[config.mk]
export PLATFORM = sky130hd
export DESIGN_NAME = stopwatch_count_core
export DESIGN_NICKNAME = d
export VERILOG_FILES = /design/src/rtl/stopwatch_count_core.sv
export SDC_FILE = /design/constraint.sdc
export NUM_CORES = 1
export LEC_CHECK = 0
export ABC_AREA = 1
export CORE_ASPECT_RATIO = 0.7
export CORE_MARGIN = 4
export CORE_UTILIZATION = 50
export CTS_CLUSTER_SIZE = 25
export DETAILED_ROUTE_END_ITERATION = 6
export GPL_TIMING_DRIVEN = 0
export HOLD_SLACK_MARGIN = 0.08
export PLACE_DENSITY = 0.78
export SLEW_MARGIN = 30
export SYNTH_ARGS = -nofsm -noshare
export SYNTH_HDL_FRONTEND = slang
export SYNTH_SLANG_ARGS = --single-unit
[constraint.sdc]
create_clock -name clk -period 1.8 [get_ports clk]
set_input_delay 0.27 -clock clk [delete_from_list [all_inputs] [get_ports clk]]
set_output_delay 0.27 -clock clk [all_outputs]
set_load 0.01 [all_outputs]
[src/rtl/stopwatch_count_core.sv]
// stopwatch_count_core
// Sequential core of an MM:SS stopwatch: four registered BCD digits and a
// run-control FSM (IDLE/RUN/PAUSE/DONE). Counts up or down on tick while
// running. Every output is registered.
//
// Ports
//   clk           system clock, rising edge
//   rst_n         asynchronous active-low reset
//   tick          one-cycle count enable (1 Hz time base)
//   start_stop    one-cycle pulse, toggles run/pause
//   clear         synchronous clear to 00:00 and IDLE
//   load          one-cycle pulse, loads preset_digits
//   dir           0 = count up, 1 = count down
//   preset_digits {min_tens, min_units, sec_tens, sec_units}
//   digits        current count, same packing as preset_digits
//   running       high in RUN
//   paused        high in PAUSE
//   zero          high when digits == 0
//   wrap          pulse on up-count 59:59 -> 00:00
//   done          pulse when a down-count reaches 00:00
//   load_err      pulse when a load carries an out-of-range digit
module stopwatch_count_core #(
  parameter int unsigned SEC_TENS_MAX = 5,
  parameter int unsigned UNITS_MAX    = 9
) (
  input  logic        clk,
  input  logic        rst_n,
  input  logic        tick,
  input  logic        start_stop,
  input  logic        clear,
  input  logic        load,
  input  logic        dir,
  input  logic [15:0] preset_digits,
  output logic [15:0] digits,
  output logic        running,
  output logic        paused,
  output logic        zero,
  output logic        wrap,
  output logic        done,
  output logic        load_err
);

  localparam logic [3:0] UMAX = 4'(UNITS_MAX);
  localparam logic [3:0] TMAX = 4'(SEC_TENS_MAX);

  typedef enum logic [1:0] {IDLE, RUN, PAUSE, DONE} state_t;

  state_t      state, state_nxt;
  logic [15:0] digits_nxt;
  logic        wrap_nxt, done_nxt, err_nxt;

  // Per-digit increment: {carry_out, new_digit}. Carry only when enabled
  // and the digit sits at (or above) its maximum.
  function automatic logic [4:0] inc_digit(input logic [3:0] d,
                                           input logic [3:0] maxv,
                                           input logic       en);
    if (!en)        return {1'b0, d};
    if (d >= maxv)  return {1'b1, 4'h0};
    return {1'b0, d + 4'd1};
  endfunction

  // Per-digit decrement: {borrow_out, new_digit}.
  function automatic logic [4:0] dec_digit(input logic [3:0] d,
                                           input logic [3:0] maxv,
                                           input logic       en);
    if (!en)        return {1'b0, d};
    if (d == 4'h0)  return {1'b1, maxv};
    return {1'b0, d - 4'd1};
  endfunction

  logic [15:0] up_digits, dn_digits;
  logic        c1, c2, c3, c4;
  logic        b1, b2, b3;
  logic        preset_ok;

  always_comb begin
    {c1, up_digits[3:0]}   = inc_digit(digits[3:0],   UMAX, 1'b1);
    {c2, up_digits[7:4]}   = inc_digit(digits[7:4],   TMAX, c1);
    {c3, up_digits[11:8]}  = inc_digit(digits[11:8],  UMAX, c2);
    {c4, up_digits[15:12]} = inc_digit(digits[15:12], TMAX, c3);

    {b1, dn_digits[3:0]}   = dec_digit(digits[3:0],   UMAX, 1'b1);
    {b2, dn_digits[7:4]}   = dec_digit(digits[7:4],   TMAX, b1);
    {b3, dn_digits[11:8]}  = dec_digit(digits[11:8],  UMAX, b2);
    // Top borrow is never needed: a down-tick at 00:00 is suppressed.
    if (b3) dn_digits[15:12] = (digits[15:12] == 4'h0) ? TMAX : digits[15:12] - 4'd1;
    else    dn_digits[15:12] = digits[15:12];

    preset_ok = (preset_digits[3:0]   <= UMAX) && (preset_digits[7:4]   <= TMAX) &&
                (preset_digits[11:8]  <= UMAX) && (preset_digits[15:12] <= TMAX);
  end

  // Next-state decision. A load in RUN is treated as absent, so lower
  // priority start_stop/tick still act that cycle.
  always_comb begin
    state_nxt  = state;
    digits_nxt = digits;
    wrap_nxt   = 1'b0;
    done_nxt   = 1'b0;
    err_nxt    = 1'b0;
    if (clear) begin
      state_nxt  = IDLE;
      digits_nxt = '0;
    end else if (load && state != RUN) begin
      if (preset_ok) begin
        state_nxt  = IDLE;
        digits_nxt = preset_digits;
      end else begin
        err_nxt = 1'b1;
      end
    end else begin
      case (state)
        IDLE, PAUSE: begin
          if (start_stop && !(dir && zero)) state_nxt = RUN;
        end
        RUN: begin
          if (tick) begin
            if (!dir) begin
              digits_nxt = up_digits;
              wrap_nxt   = c4;
            end else if (!zero) begin
              digits_nxt = dn_digits;
              done_nxt   = (dn_digits == 16'h0000);
            end
          end
          // Reaching 00:00 wins over a simultaneous pause request.
          if (done_nxt)        state_nxt = DONE;
          else if (start_stop) state_nxt = PAUSE;
        end
        default: ;
      endcase
    end
  end

  always_ff @(posedge clk or negedge rst_n) begin
    if (!rst_n) begin
      state    <= IDLE;
      digits   <= '0;
      running  <= 1'b0;
      paused   <= 1'b0;
      zero     <= 1'b1;
      wrap     <= 1'b0;
      done     <= 1'b0;
      load_err <= 1'b0;
    end else begin
      state    <= state_nxt;
      digits   <= digits_nxt;
      running  <= (state_nxt == RUN);
      paused   <= (state_nxt == PAUSE);
      zero     <= (digits_nxt == 16'h0000);
      wrap     <= wrap_nxt;
      done     <= done_nxt;
      load_err <= err_nxt;
    end
  end

endmodule

Metal layers overlaid:
Bar = 20 um.
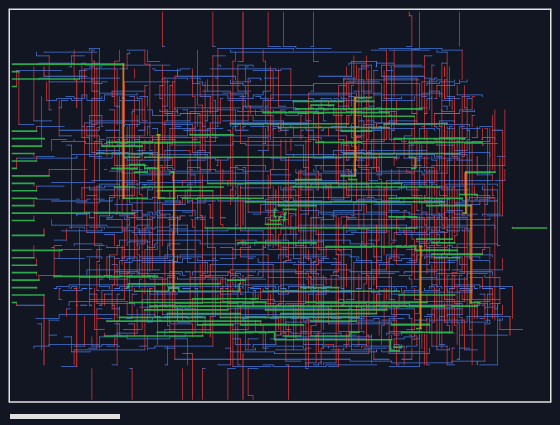
legend:
  blue:
    layer: M1
    wire_length: 4370 um
  red:
    layer: M2
    wire_length: 4300 um
  green:
    layer: M3
    wire_length: 1250 um
  orange:
    layer: M4
    wire_length: 112 um
DR WL/cell: 15.7 um
all-layer global routing usage: 27.2%

Supply network:
Bar = 20 um. Pins as bars on the die edge.
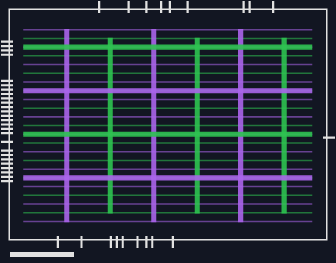
legend:
  green:
    net: VDD
  purple:
    net: VSS
rows: 22
met4 straps: 6
met5 straps: 4
signal pins: 45

==> impl_metrics.py <==
# Flow results
metrics = {
    "critical_path": {
        "startpoint_type": "flop",
        "r2r_end": "running",
        "path_cells": "inv_4 > ha_4 > nand2_4 > nor2_4 > nand2_4 > nand2_2 > nand2_2 > nor2_1 > nand3_1 > nor2_2 > nand3_2 > nand2_2 > nand2_2 > nand2_2 > nor2_2",
        "rrSetupSlack_ns": -0.33,
        "crit_family": "simple AND/OR/NAND/NOR gates",
        "setup.worst_path.class": "flop to flop",
        "cpMaxStageDelayCell": "dfrtp_2",
        "max_stage_delay_ns": 0.48,
        "crit_buf_inv": 1,
        "crit_path_end_kind": "flop",
        "r2r_cells": 15,
        "r2r-start": "digits[4]",
        "cp_common_cell": "nand2_2",
        "worstPathMaxFanout": 5,
        "required_ns": 1.97,
        "crit_arrival_ns": 2.30,
    },
    "synth": {
        "syn_area_um2": 2870,
        "synth.largest_area_cell": "nand2_1",
        "edf_count": 0,
        "fp_nets": 521,
        "yosys_most_used_dff": "dfrtp_1",
        "top_cells_by_area": "nand2_1 (23%), dfrtp_1 (20%), nand3_1 (9.1%)",
        "yosysUniqueCellTypes": 33,
        "synth_cells": 483,
        "synth_warnings": 0,
        "synth.cellmix.compoundShare_pct": 8.58,
        "async_flop_share_pct": 100,
        "ys_area_um2": 2870,
        "netlist_top_cells_count": "nand2_1 (176), inv_1 (57), nand3_1 (52)",
        "yosys.area_share.adder_pct": 6.53,
        "yosys-stat-cells": 483,
        "seq_area_frac_synth_pct": 20.9,
        "avgSynthCellArea_um2": 5.95,
        "synthTopLogicFamily": "simple AND/OR/NAND/NOR gates",
        "mux_share_pct": 0,
        "yosysMostFrequentCell": "nand2_1",
        "xor_area_share_pct": 1.22,
        "yosysTopAreaCellShare_pct": 23.0,
        "simple_gate_share_pct": 52.1,
        "synth-seq-cells": 24,
    },
    "min_path": {
        "hold_class": "primary input to asynchronous set/reset pin",
    },
    "power": {
        "p_int_uw": 1460,
        "top_power_group": "combinational logic",
        "seqPwrFrac_pct": 24.9,
        "pwr-share-comb_pct": 61.6,
        "power.density_nw_per_um2": 658,
        "p_sw_share_pct": 45.8,
        "p_leak_uw": 0.00210,
        "clkPwrFrac_pct": 13.5,
        "switchingPower_uw": 1230,
        "pg_clk_uw": 363,
        "p_comb_uw": 1660,
        "ir_worst_vdd_mv": 0.439,
        "seq_cell_power_uw": 671,
        "finalPower_uw": 2690,
    },
    "cells_and_area": {
        "drive_above_1_share_pct": 29.0,
        "largest_reg_flops": 16,
        "fill_cells": 435,
        "antenna_cells": 0,
        "seqCellArea_um2": 614,
        "nNetsFinal": 607,
        "reg_top3": "digits x16, state x2",
        "finish.utilization_pct": 75.8,
        "top_register": "digits",
        "stdcell_area_um2": 4090,
        "final_cells": 640,
        "area_delta_synth_final_pct": 42.2,
        "layout.area.comb_um2": 2270,
    },
    "clock_network": {
        "post_cts_resize_count": 43,
        "cts_tree": "done",
        "cts_setup_buffers": 26,
        "ctsHoldBuffers": 1,
        "clkTransAtPathRegs_ns": 0.08,
        "clock-sinks": 24,
        "h-tree-depth": 1,
        "cts-root-buf": "clkbuf_8",
        "cts_buffers": 3,
        "clk_latency_ns": 0.26,
        "cts.path.max_buffers": 2,
    },
    "sta": {
        "holdWs_ns": 0.517,
        "drv_slew": 0,
        "fin_crit_sh_pct": 119,
        "hold_viol_final": 0,
        "min_period_ns": 2.13,
        "setup_ws_ns": -0.334,
        "setup-violations-final": 15,
        "worstMarginPinSlew_ns": 0.519,
        "relSlewSlack_pct": 65.4,
        "fmax_ghz": 0.469,
        "rsz0062_at_grt": "yes",
    },
    "detailed_routing": {
        "drt_iter0_drc": 388,
        "wl_um": 10000,
        "ant_nets": 0,
        "drc_errors": 0,
        "via_count": 3586,
        "viasPerCell": 5.60,
        "drt-pass1-iter-count": 5,
    },
    "grt": {
        "grt-ovfl-total": 0,
        "grt_max_degree": 25,
        "grt_pass1_vias": 3229,
        "antenna_found_initial": 0,
        "grt_pass1_wl_um": 15800,
    },
    "run": {
        "cap_violations": 0,
        "warnings": 40,
    },
    "placement": {
        "gp_congestion": 1.01,
        "dp_hpwl_um": 7230,
        "postPlaceCellArea_um2": 3460,
        "port_buffers": 44,
        "dp_cells": 599,
    },
    "die": {
        "fp-row-count": 22,
        "die_w_um": 98.6,
        "top_level_ports": 45,
        "core_area_um2": 5400,
        "core_util_floorplan_pct": 53.3,
        "dieArea_um2": 7040,
        "die_h_um": 71.4,
    },
    "run_status": {
        "failed_checks": "setup timing",
        "status": "complete, but fails checks",
    },
}
The clock network:
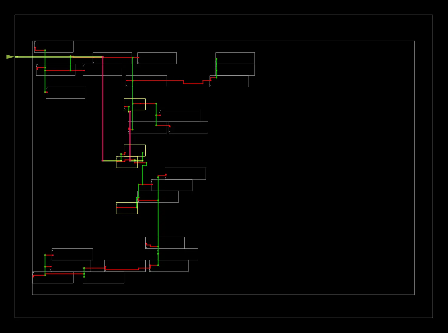
Final Skew: 0.00210 ns
FFs & Latches: 24

## cell usage in the layout, fill, tap and decap left out, types with 2 or more instances in the layout
cell type        instances
inv_2                    9
inv_1                   46
xor2_1                   3
nand2_2                 25
ha_2                     2
o21ai_1                  9
clkbuf_8                 4
nand4_1                  9
nor3_1                   6
a21oi_4                  2
nor2_1                  29
buf_6                    7
nand3_2                  9
dfrtp_2                 10
dfrtp_1                 13
nand3_1                 46
nand2_4                  9
clkdlybuf4s50_1         42
nand3_4                  3
o211ai_1                 2
inv_4                    7
ha_4                     6
clkinv_1                 2
a21oi_1                 15
o21ai_2                  3
nand2_1                154
buf_2                    3
ha_1                     7
buf_4                   33
nor2_4                   8
nor2_8                   2
or2_2                    2
o21ai_0                 13
nor2_2                  18
## worst max-delay path by stage
stage	from	endpoint	slack [ns]	depth (start not counted)
3_5_place_dp	dir	running	-0.60	13
2_1_floorplan	digits[0]	running	-0.03	15
6_report	digits[4]	running	-0.33	15
5_1_grt	digits[0]	running	-0.47	16
3_3_place_gp	dir	running	-0.60	13
4_1_cts	digits[4]	zero	-0.25	17
## final cells by class
cell class / count / share of cell area [%]
repair buffers: 80 / 18.0
multi-input cells: 388 / 55.5
inverters: 64 / 6.31
well taps: 72 / 2.20
flip-flops and latches: 24 / 15.0
plain buffers: 8 / 1.62
clock buffers: 4 / 1.35
## routing by layer
metal	vias up	track usage (%)	wire, um
met5	-	0	0
met4	0	4.24	112
met3	14	6.81	1250
met2	218	40.3	4300
met1	1650	40.6	4370
li1	1704	-	-
## stage by stage
stage	setup slack, ns	setup TNS [ns]
final	-0.334	-2.12
after global routing	-0.469	-3.87
after CTS	-0.248	-1.26
after detailed placement	-0.599	-5.97
after global placement	-0.602	-5.68
after floorplan	-0.0331	-0.0607
Power and IR drop assume default switching activity.
